===== src/rtl/uart_ram_loader.sv =====
// rtl/uart_ram_loader.sv - 8N1 serial receiver that loads a word stream into the program RAM.
// Optional LOADER_CHECKSUM_EN adds a trailing XOR checksum byte check.
module uart_ram_loader #(
    parameter int CLKS_PER_BIT = 1250,
    parameter int ADDR_WIDTH   = 12,
    parameter int DATA_WIDTH   = 16
) (
    input  logic                  clk,
    input  logic                  reset,
    input  logic                  rx,
    input  logic                  start,
    output logic                  busy,
    output logic                  done,
    output logic                  error,
    output logic                  cpu_hold,
    output logic                  ram_w_en,
    output logic [ADDR_WIDTH-1:0] ram_addr,
    output logic [DATA_WIDTH-1:0] ram_w_data,
    output logic [ADDR_WIDTH:0]   words_loaded
);

    localparam int CNT_W = $clog2(CLKS_PER_BIT);
    localparam logic [CNT_W-1:0] BIT_LAST  = CNT_W'(CLKS_PER_BIT - 1);
    localparam logic [CNT_W-1:0] HALF_LAST = CNT_W'(CLKS_PER_BIT / 2 - 1);
    localparam logic [16:0]      CAPACITY  = 17'd1 << ADDR_WIDTH;

    localparam logic [1:0] RX_IDLE  = 2'd0;
    localparam logic [1:0] RX_START = 2'd1;
    localparam logic [1:0] RX_DATA  = 2'd2;
    localparam logic [1:0] RX_STOP  = 2'd3;

    localparam logic [3:0] S_IDLE    = 4'd0;
    localparam logic [3:0] S_CNT_HI  = 4'd1;
    localparam logic [3:0] S_CNT_LO  = 4'd2;
    localparam logic [3:0] S_DATA_HI = 4'd3;
    localparam logic [3:0] S_DATA_LO = 4'd4;
    localparam logic [3:0] S_WRITE   = 4'd5;
    localparam logic [3:0] S_CHECK   = 4'd6;
    localparam logic [3:0] S_DONE    = 4'd7;
    localparam logic [3:0] S_ERROR   = 4'd8;

`ifdef LOADER_CHECKSUM_EN
    localparam logic [3:0] S_FINISH = S_CHECK;
`else
    localparam logic [3:0] S_FINISH = S_DONE;
`endif

    logic             rx_meta;
    logic             rx_sync;
    logic             rx_prev;
    logic [1:0]       rx_state;
    logic [CNT_W-1:0] clk_cnt;
    logic [2:0]       bit_idx;
    logic [7:0]       shift;
    logic             byte_valid;
    logic             frame_err;

    logic [3:0]            state;
    logic                  error_r;
    logic [15:0]           count;
    logic [7:0]            hi_byte;
    logic [7:0]            lo_byte;
    logic [ADDR_WIDTH-1:0] addr;
    logic [ADDR_WIDTH:0]   words;
    logic [15:0]           count_next;
    logic [16:0]           words_after;
    logic                  loading;
`ifdef LOADER_CHECKSUM_EN
    logic [7:0]            cks;
`endif

    // Receiver: start edge, mid-bit sampling, stop-bit validation.
    always_ff @(posedge clk) begin
        if (reset) begin
            rx_meta    <= 1'b1;
            rx_sync    <= 1'b1;
            rx_prev    <= 1'b1;
            rx_state   <= RX_IDLE;
            clk_cnt    <= '0;
            bit_idx    <= 3'd0;
            shift      <= 8'd0;
            byte_valid <= 1'b0;
            frame_err  <= 1'b0;
        end else begin
            rx_meta    <= rx;
            rx_sync    <= rx_meta;
            rx_prev    <= rx_sync;
            byte_valid <= 1'b0;
            frame_err  <= 1'b0;
            case (rx_state)
                RX_IDLE: begin
                    if (rx_prev && !rx_sync) begin
                        rx_state <= RX_START;
                        clk_cnt  <= '0;
                    end
                end
                RX_START: begin
                    if (clk_cnt == HALF_LAST) begin
                        clk_cnt  <= '0;
                        bit_idx  <= 3'd0;
                        rx_state <= rx_sync ? RX_IDLE : RX_DATA;
                    end else begin
                        clk_cnt <= clk_cnt + CNT_W'(1);
                    end
                end
                RX_DATA: begin
                    if (clk_cnt == BIT_LAST) begin
                        clk_cnt <= '0;
                        shift   <= {rx_sync, shift[7:1]};
                        bit_idx <= bit_idx + 3'd1;
                        if (bit_idx == 3'd7) begin
                            rx_state <= RX_STOP;
                        end
                    end else begin
                        clk_cnt <= clk_cnt + CNT_W'(1);
                    end
                end
                RX_STOP: begin
                    if (clk_cnt == BIT_LAST) begin
                        clk_cnt  <= '0;
                        rx_state <= RX_IDLE;
                        if (rx_sync) begin
                            byte_valid <= 1'b1;
                        end else begin
                            frame_err <= 1'b1;
                        end
                    end else begin
                        clk_cnt <= clk_cnt + CNT_W'(1);
                    end
                end
                default: rx_state <= RX_IDLE;
            endcase
        end
    end

    assign count_next  = {count[15:8], shift};
    assign words_after = 17'(words) + 17'd1;
    assign loading     = (state == S_CNT_HI) || (state == S_CNT_LO) || (state == S_DATA_HI) ||
                         (state == S_DATA_LO) || (state == S_CHECK);

    always_ff @(posedge clk) begin
        if (reset) begin
            state   <= S_IDLE;
            error_r <= 1'b0;
            count   <= 16'd0;
            hi_byte <= 8'd0;
            lo_byte <= 8'd0;
            addr    <= '0;
            words   <= '0;
`ifdef LOADER_CHECKSUM_EN
            cks     <= 8'd0;
`endif
        end else if (frame_err && loading) begin
            state   <= S_ERROR;
            error_r <= 1'b1;
        end else begin
            case (state)
                S_IDLE, S_ERROR: begin
                    if (start) begin
                        state   <= S_CNT_HI;
                        error_r <= 1'b0;
                        addr    <= '0;
                        words   <= '0;
`ifdef LOADER_CHECKSUM_EN
                        cks     <= 8'd0;
`endif
                    end
                end
                S_CNT_HI: begin
                    if (byte_valid) begin
                        count[15:8] <= shift;
                        state       <= S_CNT_LO;
`ifdef LOADER_CHECKSUM_EN
                        cks         <= cks ^ shift;
`endif
                    end
                end
                S_CNT_LO: begin
                    if (byte_valid) begin
                        count[7:0] <= shift;
`ifdef LOADER_CHECKSUM_EN
                        cks        <= cks ^ shift;
`endif
                        if (count_next == 16'd0) begin
                            state <= S_FINISH;
                        end else if ({1'b0, count_next} > CAPACITY) begin
                            state   <= S_ERROR;
                            error_r <= 1'b1;
                        end else begin
                            state <= S_DATA_HI;
                        end
                    end
                end
                S_DATA_HI: begin
                    if (byte_valid) begin
                        hi_byte <= shift;
                        state   <= S_DATA_LO;
`ifdef LOADER_CHECKSUM_EN
                        cks     <= cks ^ shift;
`endif
                    end
                end
                S_DATA_LO: begin
                    if (byte_valid) begin
                        lo_byte <= shift;
                        state   <= S_WRITE;
`ifdef LOADER_CHECKSUM_EN
                        cks     <= cks ^ shift;
`endif
                    end
                end
                S_WRITE: begin
                    // The final increment may wrap addr to 0; it is never used as an address.
                    addr  <= addr + 1'b1;
                    words <= words + 1'b1;
                    state <= (words_after == {1'b0, count}) ? S_FINISH : S_DATA_HI;
                end
`ifdef LOADER_CHECKSUM_EN
                S_CHECK: begin
                    if (byte_valid) begin
                        if (shift == cks) begin
                            state <= S_DONE;
                        end else begin
                            state   <= S_ERROR;
                            error_r <= 1'b1;
                        end
                    end
                end
`endif
                S_DONE:  state <= S_IDLE;
                default: state <= S_IDLE;
            endcase
        end
    end

    assign busy         = loading || (state == S_WRITE);
    assign cpu_hold     = busy;
    assign done         = (state == S_DONE);
    assign error        = error_r;
    assign ram_w_en     = (state == S_WRITE);
    assign ram_addr     = addr;
    assign ram_w_data   = {hi_byte, lo_byte};
    assign words_loaded = words;

endmodule


===== config.mk =====
export PLATFORM = sky130hd
export DESIGN_NAME = uart_ram_loader
export DESIGN_NICKNAME = d
export VERILOG_FILES = /design/src/rtl/uart_ram_loader.sv
export SDC_FILE = /design/constraint.sdc
export NUM_CORES = 1
export LEC_CHECK = 0
export ABC_CLOCK_PERIOD_IN_PS = 2300
export CAP_MARGIN = 0
export CORE_MARGIN = 4
export CORE_UTILIZATION = 51
export DETAILED_ROUTE_END_ITERATION = 8
export PLACE_DENSITY = 0.73
export SLEW_MARGIN = 20
export SYNTH_ARGS = -nofsm -noshare
export SYNTH_HDL_FRONTEND = slang
export SYNTH_SLANG_ARGS = --single-unit

===== constraint.sdc =====
create_clock -name clk -period 2.3 [get_ports clk]
set_clock_uncertainty 0.05 [all_clocks]
set_input_delay 0.46 -clock clk [delete_from_list [all_inputs] [get_ports clk]]
set_output_delay 0.46 -clock clk [all_outputs]
set_load 0.01 [all_outputs]

**Sizing map**

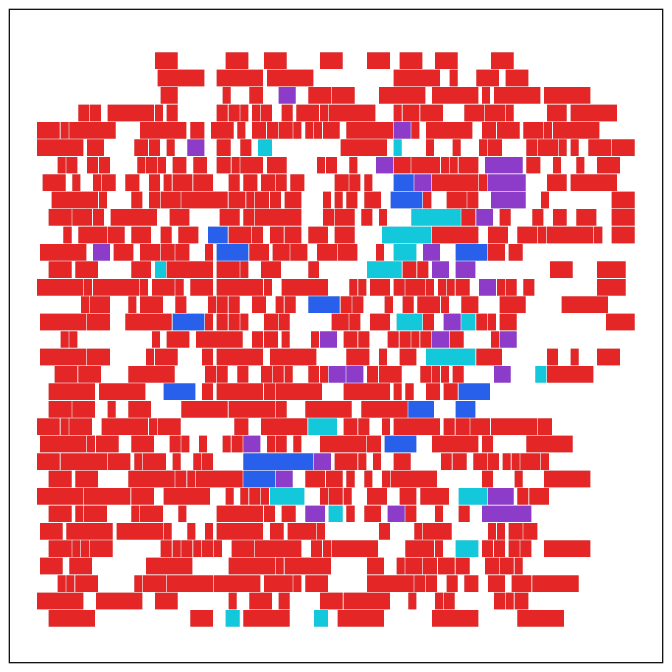
legend:
  red:
    size: x1 and smaller
    cells: 536
  blue:
    size: x6 and larger
    cells: 14
  cyan:
    size: x2
    cells: 18
  purple:
    size: x3 and x4
    cells: 28
number of signal-net buffers in the layout: 70
Layout Area Growth over Synthesis: 19.2%
final instance area: 0.00534 sq mm
setup ws final: 124 ps

**The clock network**

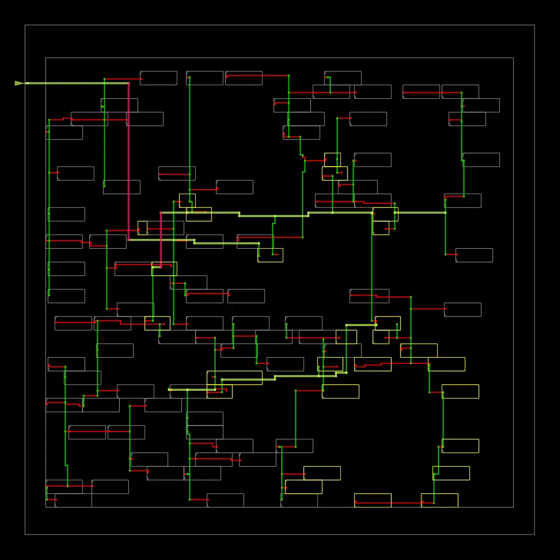
clk_lat worst skew: 350 ps
Sinks on Clock Net: 91
power in the clock group: 1120 uW
clock buffers: 9

**The metal 1 layer**

Supply wires on this layer in grey.
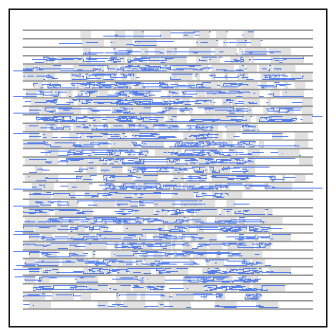
share of all routed wire: 46%
wire length on this layer: 4640 um
longest straight run: 34.3 um
met1 Track Usage GR: 0.282
vias after detailed routing: 3951
drt total wl: 10200 um

**Clock wires, drivers and flops**

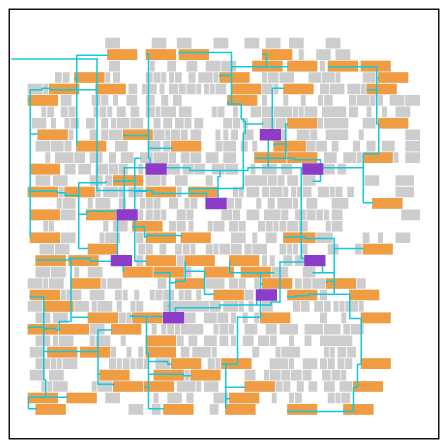
legend:
  cyan:
    item: clock wires
    length: 1060 um
  purple:
    item: clock-net drivers
    count: 9
  orange:
    item: flip-flops
    count: 91
routed clock nets: 10
Clk pwr share: 0.327

==> impl_metrics.py <==
# Physical implementation metrics
metrics = {
    "final_timing": {
        "tns_ps": 0,
        "max_slew.worst_pin.slew_ps": 648,
        "min_period_ps": 2180,
        "fmax_mhz": 460,
        "rsz0062_at_grt": "false",
    },
    "min_path": {
        "holdPathEnd": "rx_sync",
        "min_delay_path_depth": 1,
    },
    "critical_path": {
        "cp_cell_sequence": "buf_4 > nand3_2 > inv_2 > clkdlybuf4s50_1",
        "r2r_slack_ps": 200,
        "critPathMaxStageDelay_ps": 520,
        "startpoint_type": "flip-flop",
        "required_ps": 1790,
        "rr_startpoint": "words_loaded[1]",
    },
    "logic_synthesis": {
        "top_area_frac": 0.407,
        "ys_cells": 537,
        "ys_types": 59,
        "synthAdderAreaFrac": 0.0195,
        "synth-edff-count": 0,
        "ys_sh_simple": 0.288,
        "xor_share": 0.0586,
        "synthArstFlopShare": 0,
        "ys.flop_type": "dfxtp_1",
    },
    "finish": {
        "fin_util": 0.637,
        "largest_register": "count",
    },
    "placement": {
        "post-place-ws_ps": -63.9,
        "dp.final_hpwl_um": 7190,
    },
    "cts": {
        "cts_max_level": 3,
        "cts_buffer_depth": 2,
        "cts_root_buf": "clkbuf_8",
    },
    "drt": {
        "drc": 0,
    },
    "die": {
        "fp_util": 0.535,
        "rows": 33,
    },
    "status": {
        "status": "completed",
    },
    "grt": {
        "track_usage": 0.209,
    },
    "power": {
        "power_switching_uw": 1030,
    },
    "job": {
        "cap_violations": 0,
    },
}
[worst max-delay path by stage]
stage	to	slack, ps	cells after the start
final	ram_w_en	120	4
after global routing	state[2]	30	7
after CTS	cpu_hold	30	3
after detailed placement	ram_addr[11]	-60	7
after global placement	ram_addr[11]	10	7
after floorplan	state[2]	330	8
[area by class of cell]
class                           instances  area (sq um)
Fill cell                             746          3040
Multi-Input combinational cell        408          2480
Sequential cell                        91          1830
Timing Repair Buffer                   70           651
Tap cell                              105           131
Clock buffer                            9           124
Clock inverter                          7          81.3
Inverter                               11          41.3
[timing repair]
action	CTS	global route
resized	2	6
hold buffers	0	0
endpoints found under the setup margin	3	5
pin swaps	0	0
[per-layer routing]
metal	GRT usage	routed length, um	part of all wire	vias up
li1	-	-	-	1997
met1	0.282	4640	0.46	1824
met2	0.336	4860	0.48	117
met3	0.0475	560	0.055	13
met4	0.0603	109	0.011	0
met5	0	0	0	-
[power groups by stage]
| stage | combinational (uW) | sequential, uW | clock [uW] |
|---|---|---|---|
| after floorplan | 500 | 1660 | 0 |
| after global placement | 655 | 1680 | 0 |
| after detailed placement | 662 | 1690 | 0 |
| after CTS | 665 | 1650 | 1170 |
| after global routing | 729 | 1660 | 1240 |
| final | 660 | 1650 | 1120 |
[cells in the mapped netlist, drive strengths merged, types with 3 or more instances]
cell,number
dfxtp,91
a21oi,42
nor2,82
or3,6
mux2i,25
xor2,11
o21ai,20
nand2,52
a311oi,3
nor3b,8
a31oi,4
nand4,11
clkbuf,16
a22oi,5
nand3b,3
nand3,29
xnor2,19
nor3,14
ha,7
inv,11
nor2b,4
nor4,8
and3,10
buf,11
and2,7
or2,4
a211oi,5
Power is estimated from default activity; no workload was simulated.
